[src/rtl/ysyx_22050854_fetch_ctrl.sv]
// ----------------------------------------------------------------------------
// ysyx_22050854_fetch_ctrl
//
// Instruction fetch controller. It issues one instruction-memory request at a
// time, captures the returned word and presents it to the decode stage until
// decode consumes it or a redirect discards it.
//
// Handshake rules:
//   - A request transfers on a cycle where req_valid & req_ready are both 1.
//     Exactly one rsp_valid pulse follows each accepted request, at least one
//     cycle later.
//   - An instruction transfers to decode on a cycle where if_valid & id_ready
//     are both 1. Decode may hold id_ready low for any number of cycles.
//   - redirect_valid overrides both handshakes in the cycle it is high.
//
// Ports:
//   clk, rst         clock, synchronous active-high reset
//   redirect_valid   taken jump / branch / csr pc change
//   redirect_pc      redirect target (low two bits are ignored)
//   req_valid        instruction-memory request valid
//   req_addr         request address
//   req_ready        memory accepts the request
//   rsp_valid        memory response valid (one pulse per accepted request)
//   rsp_data         instruction word
//   if_valid         instruction presented to decode
//   if_pc, if_inst   pc and word of the presented instruction
//   id_ready         decode consumes the presented instruction
//   dbg_state_o      current FSM state (0 = REQ, 1 = WAIT, 2 = HOLD)
// ----------------------------------------------------------------------------
module ysyx_22050854_fetch_ctrl #(
  parameter logic [31:0] RESET_PC = 32'h80000000
) (
  input  logic        clk,
  input  logic        rst,
  input  logic        redirect_valid,
  input  logic [31:0] redirect_pc,
  output logic        req_valid,
  output logic [31:0] req_addr,
  input  logic        req_ready,
  input  logic        rsp_valid,
  input  logic [31:0] rsp_data,
  output logic        if_valid,
  output logic [31:0] if_pc,
  output logic [31:0] if_inst,
  input  logic        id_ready,
  output logic [1:0]  dbg_state_o
);

  typedef enum logic [1:0] {
    S_REQ  = 2'd0,
    S_WAIT = 2'd1,
    S_HOLD = 2'd2
  } state_e;

  state_e      state_q, state_d;
  logic [31:0] fetch_pc_q, fetch_pc_d;
  logic [31:0] inst_q, inst_d;
  logic        discard_q, discard_d;
  logic [31:0] redirect_tgt;

  // Instructions are word aligned; the low bits of a redirect are dropped.
  assign redirect_tgt = {redirect_pc[31:2], 2'b00};

  // A redirect in the same cycle suppresses both handshakes so that neither a
  // request to the old path nor the old instruction ever transfers.
  assign req_valid   = (state_q == S_REQ)  & ~redirect_valid & ~rst;
  assign req_addr    = fetch_pc_q;
  assign if_valid    = (state_q == S_HOLD) & ~redirect_valid & ~rst;
  assign if_pc       = fetch_pc_q;
  assign if_inst     = inst_q;
  assign dbg_state_o = state_q;

  always_comb begin
    state_d    = state_q;
    fetch_pc_d = fetch_pc_q;
    inst_d     = inst_q;
    discard_d  = discard_q;
    case (state_q)
      S_REQ: begin
        if (redirect_valid) begin
          fetch_pc_d = redirect_tgt;
        end else if (req_ready) begin
          state_d = S_WAIT;
        end
      end
      S_WAIT: begin
        if (rsp_valid) begin
          if (discard_q || redirect_valid) begin
            // Response belongs to an abandoned path: drop it and refetch.
            discard_d = 1'b0;
            state_d   = S_REQ;
            if (redirect_valid) begin
              fetch_pc_d = redirect_tgt;
            end
          end else begin
            inst_d  = rsp_data;
            state_d = S_HOLD;
          end
        end else if (redirect_valid) begin
          // The request is still in flight; remember to drop its response.
          discard_d  = 1'b1;
          fetch_pc_d = redirect_tgt;
        end
      end
      S_HOLD: begin
        if (redirect_valid) begin
          fetch_pc_d = redirect_tgt;
          state_d    = S_REQ;
        end else if (id_ready) begin
          fetch_pc_d = fetch_pc_q + 32'd4;
          state_d    = S_REQ;
        end
      end
      default: begin
        state_d = S_REQ;
      end
    endcase
  end

  always_ff @(posedge clk) begin
    if (rst) begin
      state_q    <= S_REQ;
      fetch_pc_q <= RESET_PC;
      inst_q     <= 32'd0;
      discard_q  <= 1'b0;
    end else begin
      state_q    <= state_d;
      fetch_pc_q <= fetch_pc_d;
      inst_q     <= inst_d;
      discard_q  <= discard_d;
    end
  end

endmodule
[config.mk]
export PLATFORM = sky130hd
export DESIGN_NAME = ysyx_22050854_fetch_ctrl
export DESIGN_NICKNAME = d
export VERILOG_FILES = /design/src/rtl/ysyx_22050854_fetch_ctrl.sv
export SDC_FILE = /design/constraint.sdc
export NUM_CORES = 1
export LEC_CHECK = 0
export CAP_MARGIN = 0
export CORE_AREA = 3 3 73 126
export DETAILED_ROUTE_END_ITERATION = 10
export DIE_AREA = 0 0 76 129
export PLACE_DENSITY = 0.85
export SYNTH_ARGS = -nofsm -noshare
export SYNTH_HDL_FRONTEND = slang
export SYNTH_SLANG_ARGS = --single-unit
[constraint.sdc]
create_clock -name clk -period 4.7 [get_ports clk]
set_clock_uncertainty 0.05 [all_clocks]
set_input_delay 0.94 -clock clk [delete_from_list [all_inputs] [get_ports clk]]
set_output_delay 0.94 -clock clk [all_outputs]
set_load 0.005 [all_outputs]
**M1 wires**

The bar under the picture is 20 um long.
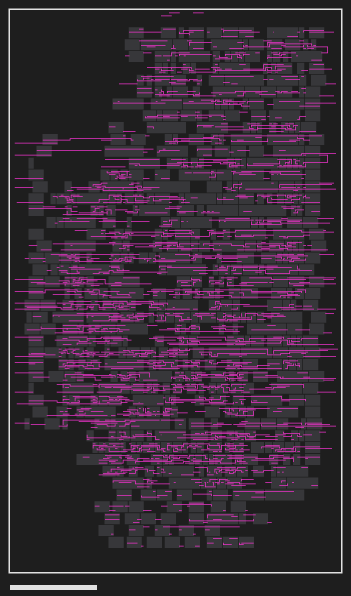
614 nets have wire on it. The longest straight run is 28.5 um. The layer holds 37% of the routed length.

**Wire density map**

The die is cut into 15 by 26 equal tiles; white is low, dark blue is high, scaled to the fullest tile. Values are wire area over tile area, all layers added.
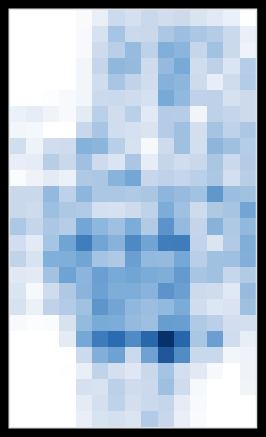
The emptiest ninth of the die: upper left. The fullest tile reaches 0.80. 10% of the tiles are over half the peak. 15% of the tiles are nearly empty. The mean over all tiles is 0.21.

==> flow_summary.json <==
{
  "clock-sinks": 65,
  "edf_count": 0,
  "r2r_end": "if_inst[23]$_SDFFE_PP0P_",
  "min_path_cells": 2,
  "worstPathMaxFanout": 40,
  "fp-row-count": 44,
  "required_ns": 3.71,
  "fin_cells": 723,
  "worstSetupPathType": "in2out",
  "root_buffer": "clkbuf_16",
  "grt_overflow": 0,
  "synth.top_cell.area_share_pct": 35.2,
  "finalMaxSlewViolations": 0,
  "drt_pass1_iterations": 5,
  "syn_inst": 491,
  "r2r_slack_ns": 2.25,
  "path_buffers": 2,
  "drive_above_1_share_pct": 6.41,
  "grt_first_pass_wirelength_um": 19800,
  "floorplan.core_util_pct": 44.5,
  "max_slew_margin_pct": 28.8,
  "grt_pass1_vias": 4003,
  "yosysUniqueCellTypes": 54,
  "io_buffers": 163,
  "worstMarginPinSlew_ns": 1.07,
  "synth.area.top_cells": "dfxtp_1, nand2_1, a21oi_1, buf_4, o21ai_0",
  "crit_path_max_incr_delay_ns": 0.58,
  "ir_drop_mv": 0.193,
  "yosysWarnings": 0,
  "vias": 4101,
  "r2r_start": "dbg_state_o[0]$_SDFFE_PP0P_",
  "setup_tns_ns": 0,
  "holdBufCountCts": 0,
  "cts_buffers": 9,
  "critical_path.top_delay_family": "buffers and inverters",
  "power_mw": 1.58,
  "grt_start_max_net_pins": 56,
  "syn2layout_area_growth_pct": 46.8,
  "powerDensity_nw_per_um2": 291,
  "dpl.hpwl_um": 8890,
  "status": "completed",
  "ys_chip_area_um2": 3700,
  "syn_area_um2": 3700,
  "clkTransAtPathRegs_ns": 0.06,
  "diodes": 0,
  "finalWorstSetupSlack_ns": 0.969,
  "core_um2": 8310,
  "finalSetupViolCount": 0,
  "drt_iter0_drc": 348,
  "finalClockPeriodUsage_pct": 79.4,
  "top_cell": "nand2_1",
  "drv_cap": 0,
  "combinationalPowerShare_pct": 14.7,
  "post-route-drc-count": 0,
  "detail_route.wl_per_cell_um": 17.1,
  "dpl.cell_count": 707,
  "netlist_top_cells_count": "nand2_1, dfxtp_1, a21oi_1, buf_4, nor2_1",
  "clockPowerShare_pct": 46.7,
  "pwr-share-seq_pct": 38.7,
  "whs_endpoint": "if_inst[6]$_SDFFE_PP0P_",
  "fmax_mhz": 268,
  "yosys.area.top_type": "dfxtp_1",
  "finalHoldViolCount": 0,
  "die_h_um": 129,
  "switching_share_pct": 25.0,
  "cts_resized": 0,
  "netSwitchingPower_mw": 0.395,
  "cp_num_cells": 4,
  "cp-start-kind": "input pin",
  "num-nets-final": 674,
  "crit_chain": "clkdlybuf4s50_1 > or3b_4 > nor2_1 > clkdlybuf4s50_1",
  "route.antenna.remaining_nets": 0,
  "end_kind": "output pin",
  "vias_per_cell": 5.67,
  "die_x_um": 76,
  "power.internal_mw": 1.19,
  "reg2reg_depth": 5,
  "crit_top_cell": "clkdlybuf4s50_1",
  "ys_cells": 491,
  "pin_count": 170,
  "finalWirelength_um": 12400
}
**Routing congestion**

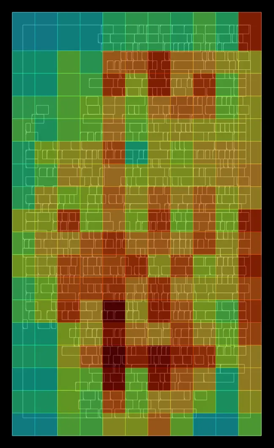
Final Core Density: 65.3%
Total GRT Usage: 25.0%

==> registers in the layout (all words and copies together), names as in the netlist <==
name         cells
dbg_state_o      2
discard_q        1
if_pc           30
if_inst         32
==> worst reg2reg max path, cell delays in order, from the launching register on <==
cell and delay (ns):
dfxtp_1 0.78, nor2b_1 0.28, nand2_1 0.12, or3_1 0.75, nand2_1 0.25, a21oi_1 0.09
==> worst max-delay path by stage <==
stage              startpoint        to  slack, ns
6_report       redirect_valid  if_valid       0.97
5_1_grt        redirect_valid  if_valid       0.90
4_1_cts        redirect_valid  if_valid       0.96
3_5_place_dp   redirect_valid  if_valid       0.97
3_3_place_gp   redirect_valid  if_valid       1.00
2_1_floorplan  redirect_valid  if_valid       1.90
==> area by class of cell <==
class | instances | area, um^2
Inverter | 2 | 7.51
Sequential cell | 65 | 1300
Fill cell | 685 | 2890
Multi-Input combinational cell | 358 | 1990
Clock inverter | 7 | 103
Tap cell | 115 | 144
Clock buffer | 9 | 225
Timing Repair Buffer | 167 | 1660
==> cells by family after synthesis <==
logic type	after synthesis	synth area share, %
simple gates	212	28.2
buf+inv	71	11.4
other cells	1	0.101
fa+ha+maj	1	0.338
flops	65	35.2
compound gates	130	21.6
mux	11	3.15
==> layout by cell type, fill, tap and decap left out, types with 3 or more instances in the layout <==
cell type and instances:
clkdlybuf4s50_1 162, nand2_1 106, dfxtp_1 65, a21oi_1 55, nor2_1 28, o21ai_0 23
a211oi_1 14, nand4_1 12, nor3_1 10, nand3_1 9, clkbuf_16 9, a31oi_1 8
and3_1 6, mux2i_1 6, mux2_2 5, or3_1 5, and4_1 4, nor2b_1 4
a22oi_1 4, a311oi_1 4, nor3b_1 4, conb_1 4, buf_4 4, nor4_1 3
and2_1 3, or4_1 3, o41ai_1 3
==> metrics by stage <==
stage	hold slack, ns	area (um^2)
3_3_place_gp	0.392	5100
6_report	0.404	5430
2_1_floorplan	0.403	3710
4_1_cts	0.404	5430
3_5_place_dp	0.396	5100
5_1_grt	0.423	5430
==> power by group through the flow <==
stage / registers (mW) / clock network, mW / logic (mW)
after floorplan: 0.611 / 0 / 0.111
after global placement: 0.620 / 0 / 0.225
after detailed placement: 0.622 / 0 / 0.230
after CTS: 0.610 / 0.741 / 0.231
after global routing: 0.616 / 0.763 / 0.250
final: 0.611 / 0.738 / 0.232
==> routing by layer <==
metal	vias to the layer above	wire length, um	track usage [%]
met3	49	724	5.74
met5	-	0	0
met2	213	6540	46.1
met4	0	503	14.0
li1	1934	-	-
met1	1905	4620	26.2
Power figures rest on the tool's default switching activity, not on a simulated workload.
